Run 1, local utilization:
Scale: 3 px per um. The die is cut into 10 by 10 equal tiles; white is low, dark blue is high, 0 to 100% covered.
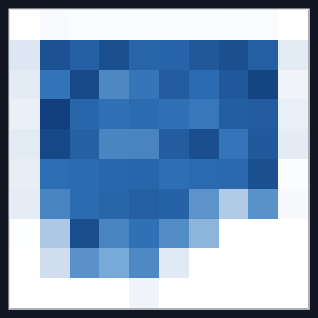
Run 1, track usage over the die:
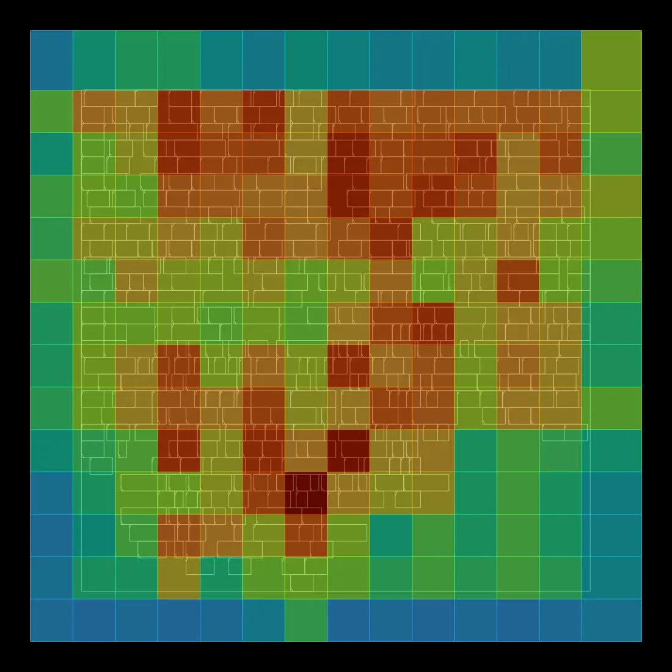
Run 1, supply network:
Scale: 4 px per um. Pins as bars on the die edge.
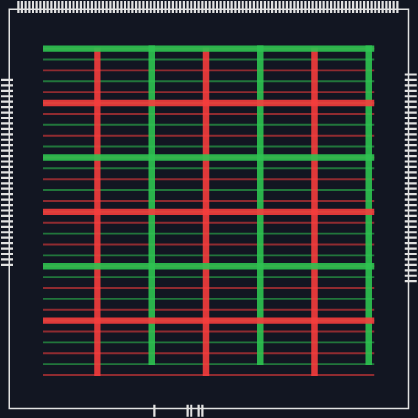
Run 1, clock network drawn from the DEF:
Scale: 6 px per um.
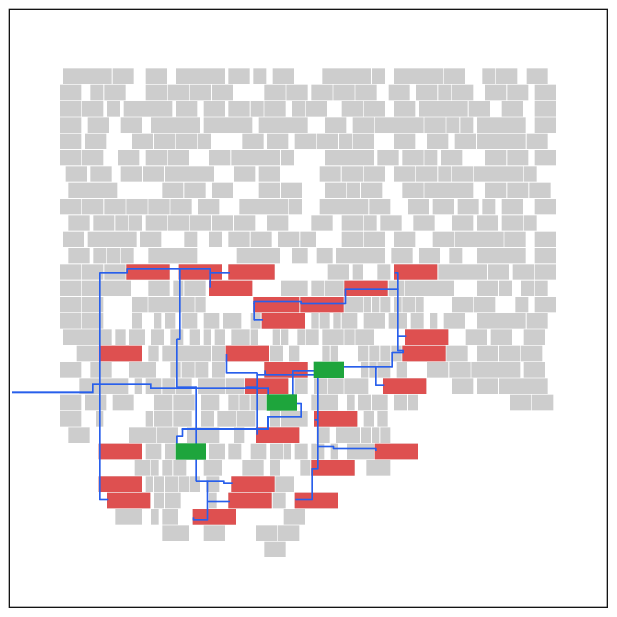
===== src/rtl/sys_bus_arbiter_pkg.sv =====
// Shared definitions for the system bus arbiter: FSM state encoding,
// handshake polarity constants and the width helper used for counters.
package sys_bus_arbiter_pkg;

  typedef enum logic [1:0] {
    ST_IDLE    = 2'd0,
    ST_GRANT   = 2'd1,
    ST_RELEASE = 2'd2
  } arb_state_t;

  // Handshake polarities: request/ack are active-high, an idle wait line
  // (no ownership) reads as "keep waiting".
  localparam logic REQ_ON    = 1'b1;
  localparam logic ACK_ON    = 1'b1;
  localparam logic WAIT_IDLE = 1'b1;

  // Number of bits needed to hold values 0..value-1 (never less than 1).
  function automatic int clog2(input int value);
    int w;
    w = 1;
    while ((32'sd1 <<< w) < value) begin
      w = w + 1;
    end
    return w;
  endfunction

endpackage


===== src/rtl/sys_bus_arbiter_rr_select.sv =====
// Combinational round-robin picker over ports 1..NUM_REQ-1. Search starts
// at i_rr_ptr+1 and wraps from NUM_REQ-1 back to 1; port 0 never takes part.
module sys_bus_arbiter_rr_select
  import sys_bus_arbiter_pkg::*;
#(
  parameter int NUM_REQ = 4,
  parameter int IDX_W   = clog2(NUM_REQ)
) (
  input  logic [NUM_REQ-1:1] i_req,
  input  logic [IDX_W-1:0]   i_rr_ptr,
  output logic               o_valid,
  output logic [IDX_W-1:0]   o_idx
);

  int w_cand;
  logic w_hit;

  // Walk candidates in rotating order and latch the first requesting one.
  always_comb begin
    o_valid = 1'b0;
    o_idx   = '0;
    w_cand  = 0;
    w_hit   = 1'b0;
    for (int k = 1; k < NUM_REQ; k++) begin
      w_cand = int'(i_rr_ptr) + k;
      w_cand = (w_cand > NUM_REQ - 1) ? (w_cand - (NUM_REQ - 1)) : w_cand;
      for (int j = 1; j < NUM_REQ; j++) begin
        w_hit   = !o_valid && (w_cand == j) && i_req[j];
        o_idx   = w_hit ? IDX_W'(j) : o_idx;
        o_valid = o_valid | w_hit;
      end
    end
  end

endmodule


===== src/rtl/sys_bus_arbiter.sv =====
// System memory bus arbiter. Port 0 (VGA line fetcher) has priority, capped
// by a streak limit while other masters wait; ports 1..N-1 share the bus
// round-robin. A watchdog ends any grant held for TIMEOUT cycles, flags a
// sticky error and masks the offender until it drops its request.
module sys_bus_arbiter
  import sys_bus_arbiter_pkg::*;
#(
  parameter int NUM_REQ        = 4,
  parameter int ADDR_W         = 32,
  parameter int PRIO_BURST_MAX = 8,
  parameter int TIMEOUT        = 255
) (
  input  logic                      clk,
  input  logic                      reset,
  input  logic [NUM_REQ-1:0]        req,
  input  logic [NUM_REQ*ADDR_W-1:0] addr_in,
  input  logic [NUM_REQ-1:0]        we_in,
  output logic [NUM_REQ-1:0]        ack,
  output logic [NUM_REQ-1:0]        wait_out,
  output logic [ADDR_W-1:0]         mem_addr,
  output logic                      mem_we,
  output logic                      mem_en,
  input  logic                      mem_wait,
  output logic                      busy,
  output logic                      timeout_err
);

  localparam int OWN_W = clog2(NUM_REQ);
  localparam int CNT_W = clog2(TIMEOUT + 1);
  localparam int STK_W = clog2(PRIO_BURST_MAX + 1);
  localparam logic [CNT_W-1:0] HOLD_LAST  = CNT_W'(TIMEOUT - 1);
  localparam logic [STK_W-1:0] STREAK_CAP = STK_W'(PRIO_BURST_MAX);
  localparam logic [OWN_W-1:0] RR_RESET   = OWN_W'(NUM_REQ - 1);

  arb_state_t         r_state, w_state_nxt;
  logic [OWN_W-1:0]   r_owner, w_owner_nxt;
  logic [OWN_W-1:0]   r_rr_ptr, w_rr_ptr_nxt;
  logic [NUM_REQ-1:0] r_ack, w_ack_nxt;
  logic [NUM_REQ-1:0] r_mask, w_mask_nxt;
  logic [CNT_W-1:0]   r_hold_cnt, w_hold_cnt_nxt;
  logic [STK_W-1:0]   r_prio_streak, w_prio_streak_nxt;
  logic               r_timeout_err, w_timeout_err_nxt;

  logic [NUM_REQ-1:0] w_elig;
  logic               w_others;
  logic               w_cap;
  logic               w_prio_win;
  logic               w_rr_valid;
  logic [OWN_W-1:0]   w_rr_idx;
  logic [OWN_W-1:0]   w_winner;

  // A masked (timed-out) port is invisible to arbitration until it lets go.
  assign w_elig     = req & ~r_mask;
  assign w_others   = |w_elig[NUM_REQ-1:1];
  assign w_cap      = (r_prio_streak == STREAK_CAP) && w_others;
  assign w_prio_win = w_elig[0] && !w_cap;
  assign w_winner   = w_prio_win ? '0 : w_rr_idx;

  sys_bus_arbiter_rr_select #(
    .NUM_REQ (NUM_REQ),
    .IDX_W   (OWN_W)
  ) u_rr_select (
    .i_req    (w_elig[NUM_REQ-1:1]),
    .i_rr_ptr (r_rr_ptr),
    .o_valid  (w_rr_valid),
    .o_idx    (w_rr_idx)
  );

  // State register and all bookkeeping registers, synchronous reset.
  always_ff @(posedge clk) begin
    if (reset) begin
      r_state       <= ST_IDLE;
      r_owner       <= '0;
      r_rr_ptr      <= RR_RESET;
      r_ack         <= '0;
      r_mask        <= '0;
      r_hold_cnt    <= '0;
      r_prio_streak <= '0;
      r_timeout_err <= 1'b0;
    end else begin
      r_state       <= w_state_nxt;
      r_owner       <= w_owner_nxt;
      r_rr_ptr      <= w_rr_ptr_nxt;
      r_ack         <= w_ack_nxt;
      r_mask        <= w_mask_nxt;
      r_hold_cnt    <= w_hold_cnt_nxt;
      r_prio_streak <= w_prio_streak_nxt;
      r_timeout_err <= w_timeout_err_nxt;
    end
  end

  // Next-state logic: arbitrate in IDLE, police the grant, one-cycle release.
  always_comb begin
    w_state_nxt       = r_state;
    w_owner_nxt       = r_owner;
    w_rr_ptr_nxt      = r_rr_ptr;
    w_ack_nxt         = r_ack;
    w_hold_cnt_nxt    = r_hold_cnt;
    w_prio_streak_nxt = r_prio_streak;
    w_timeout_err_nxt = r_timeout_err;
    w_mask_nxt        = r_mask & req;
    case (r_state)
      ST_IDLE: begin
        w_ack_nxt = '0;
        if (w_prio_win || w_rr_valid) begin
          w_state_nxt    = ST_GRANT;
          w_owner_nxt    = w_winner;
          w_ack_nxt      = NUM_REQ'(ACK_ON) << w_winner;
          w_hold_cnt_nxt = '0;
          if (w_prio_win) begin
            if (!w_others) begin
              w_prio_streak_nxt = '0;
            end else if (r_prio_streak != STREAK_CAP) begin
              w_prio_streak_nxt = r_prio_streak + STK_W'(1);
            end else begin
              w_prio_streak_nxt = r_prio_streak;
            end
          end else begin
            w_prio_streak_nxt = '0;
            w_rr_ptr_nxt      = w_rr_idx;
          end
        end else begin
          w_state_nxt = ST_IDLE;
        end
      end
      ST_GRANT: begin
        w_hold_cnt_nxt = r_hold_cnt + CNT_W'(1);
        if (req[r_owner] != REQ_ON) begin
          // Normal release wins over a coincident timeout.
          w_state_nxt = ST_RELEASE;
          w_ack_nxt   = '0;
        end else if (r_hold_cnt == HOLD_LAST) begin
          w_state_nxt         = ST_RELEASE;
          w_ack_nxt           = '0;
          w_timeout_err_nxt   = 1'b1;
          w_mask_nxt[r_owner] = 1'b1;
        end else begin
          w_state_nxt = ST_GRANT;
        end
      end
      ST_RELEASE: begin
        w_state_nxt = ST_IDLE;
        w_ack_nxt   = '0;
      end
      default: begin
        w_state_nxt = ST_IDLE;
        w_ack_nxt   = '0;
      end
    endcase
  end

  // Bus mux and wait routing: only the current owner sees memory's wait.
  always_comb begin
    mem_addr = '0;
    mem_we   = 1'b0;
    wait_out = {NUM_REQ{WAIT_IDLE}};
    if (r_state == ST_GRANT) begin
      for (int i = 0; i < NUM_REQ; i++) begin
        mem_addr    = mem_addr | ((r_owner == OWN_W'(i)) ?
                      addr_in[i*ADDR_W +: ADDR_W] : {ADDR_W{1'b0}});
        mem_we      = mem_we | ((r_owner == OWN_W'(i)) & we_in[i]);
        wait_out[i] = (r_owner == OWN_W'(i)) ? mem_wait : WAIT_IDLE;
      end
    end else begin
      mem_addr = '0;
      mem_we   = 1'b0;
      wait_out = {NUM_REQ{WAIT_IDLE}};
    end
  end

  assign ack         = r_ack;
  assign mem_en      = (r_state == ST_GRANT);
  assign busy        = (r_state != ST_IDLE);
  assign timeout_err = r_timeout_err;

endmodule


===== config.mk =====
export PLATFORM = sky130hd
export DESIGN_NAME = sys_bus_arbiter
export DESIGN_NICKNAME = d
export VERILOG_FILES = /design/src/rtl/sys_bus_arbiter_pkg.sv /design/src/rtl/sys_bus_arbiter_rr_select.sv /design/src/rtl/sys_bus_arbiter.sv
export SDC_FILE = /design/constraint.sdc
export NUM_CORES = 1
export LEC_CHECK = 0
export ABC_CLOCK_PERIOD_IN_PS = 3100
export CAP_MARGIN = 20
export CORE_MARGIN = 8
export CORE_UTILIZATION = 37
export CTS_CLUSTER_DIAMETER = 60
export CTS_CLUSTER_SIZE = 16
export DETAILED_ROUTE_END_ITERATION = 10
export PLACE_DENSITY = 0.94
export SYNTH_ARGS = -nofsm -noshare
export SYNTH_HDL_FRONTEND = slang
export SYNTH_SLANG_ARGS = --single-unit

===== constraint.sdc =====
create_clock -name clk -period 3.1 [get_ports clk]
set_input_delay 0.31 -clock clk [delete_from_list [all_inputs] [get_ports clk]]
set_output_delay 0.31 -clock clk [all_outputs]
set_load 0.01 [all_outputs]

==> results_dict.tcl, run 1 <==
# collected from the flow reports
set metrics [dict create \
    top_layer "met4" \
    routed-wl-met2_mm 6.077 \
    timing.fmax_mhz 378.9 \
    detail_route.wirelength_mm 11.11 \
    async_reset_ff_frac 0 \
    yosys.area.top_type_share 0.2974 \
    multi_input_comb_cells 198 \
    critical_path_source "r_owner[0]$_SDFFE_PP0P_" \
    top_level_ports 183 \
    crit_type "reg2out" \
    dp_hpwl_mm 9.490 \
    synth_top_flop_cell "dfxtp_1" \
    seq-cell-share 0.1210 \
    rsz_0062_raised_after_global_routing "no" \
    finish.cell_count_without_fillers 508 \
    combinational_share_of_power 0.570 \
    run_status "completed" \
    path_cells "buf_12, mux4_2, nor2b_1, clkdlybuf4s50_1" \
    mappedNetlistArea_mm2 0.002575 \
    synth.top_cells.by_area "mux4_2 (30%), dfxtp_1 (21%), nor2b_1 (9.5%)" \
    ys.flops 27 \
    grt_pass1_wl_mm 16.87 \
    logic_family "multiplexers" \
    rows 30 \
    nClkBuffers 3 \
    synth_top_cell_by_count "nor2b_1" \
    clockRootBuffer "clkbuf_8" \
    power.switching_mw 0.4850 \
    setup-violations-final 0 \
    die_width_um 99.42 \
    gp_congestion 0.9318 \
]
Notes on 'local utilization' above:
fullest tile	94%
tiles over 75% full	35%
densest ninth of the die	center

Notes on 'track usage over the die' above:
global routing met3 resource utilization: 0.05377
M1 GR Usage: 0.2427

Notes on 'supply network' above:
net	color
VSS	red
VDD	green
signal pins	183
met5 straps	6

Notes on 'clock network drawn from the DEF' above:
[clock-net drivers] green | count: 3
[flip-flops] red | count: 27
[clock wires] blue | length: 345 um
routed clock nets	4

==> run 2: changes to the inputs <==
--- a/config.mk
+++ b/config.mk
@@ -7,8 +7,10 @@
 export LEC_CHECK = 0
 export ABC_CLOCK_PERIOD_IN_PS = 3100
 export CAP_MARGIN = 20
+export CELL_PAD_IN_SITES_DETAIL_PLACEMENT = 0
+export CELL_PAD_IN_SITES_GLOBAL_PLACEMENT = 2
 export CORE_MARGIN = 8
-export CORE_UTILIZATION = 37
+export CORE_UTILIZATION = 20
 export CTS_CLUSTER_DIAMETER = 60
 export CTS_CLUSTER_SIZE = 16
 export DETAILED_ROUTE_END_ITERATION = 10
==> constraint.sdc (replaced) <==
create_clock -name clk -period 3.1 [get_ports clk]
set_input_delay 0.465 -clock clk [delete_from_list [all_inputs] [get_ports clk]]
set_output_delay 0.465 -clock clk [all_outputs]
set_load 0.01 [all_outputs]
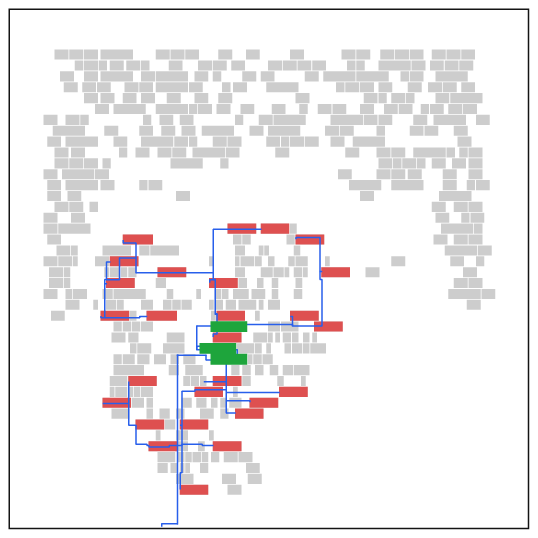
Run 2: clock network drawn from the DEF
Scale: 4 px per um.
[flip-flops] red | count: 27
[clock wires] blue | length: 375 um
[clock-net drivers] green | count: 3
routed clock nets	4

==> run 2 against run 1 <==
Sequential power is 4.9% lower. First-iteration DRC count is 30% higher. Non-clock buffer count is 3 higher. Worst setup slack better by 110 ps.
==> results_dict.tcl, run 2 <==
# collected from the flow reports
set metrics [dict create \
    run_status "completed" \
    power.switching_mw 0.4968 \
    crit_buf_inv 2 \
    crit_type "reg2out" \
    async_reset_ff_frac 0 \
    path_cells "buf_4, mux4_2, nor2b_1, clkdlybuf4s50_1" \
    grt_use_met3 0.02383 \
    ys.flops 27 \
    mappedNetlistArea_mm2 0.002575 \
    combinational_share_of_power 0.556 \
    finish.cell_count_without_fillers 603 \
    rsz_0062_raised_after_global_routing "no" \
    rows 41 \
    clockRootBuffer "clkbuf_16" \
    detail_route.wirelength_mm 11.19 \
    dp_hpwl_mm 9.457 \
    gp_congestion 0.9784 \
    routed-wl-met2_mm 5.932 \
    yosys.area.top_type_share 0.2974 \
    top_layer "met4" \
    setup-violations-final 0 \
    grt_pass1_wl_mm 16.36 \
    logic_family "multiplexers" \
    synth_top_flop_cell "dfxtp_1" \
    synth_top_cell_by_count "nor2b_1" \
    synth.top_cells.by_area "mux4_2 (30%), dfxtp_1 (21%), nor2b_1 (9.5%)" \
]
Power and IR drop assume default switching activity.
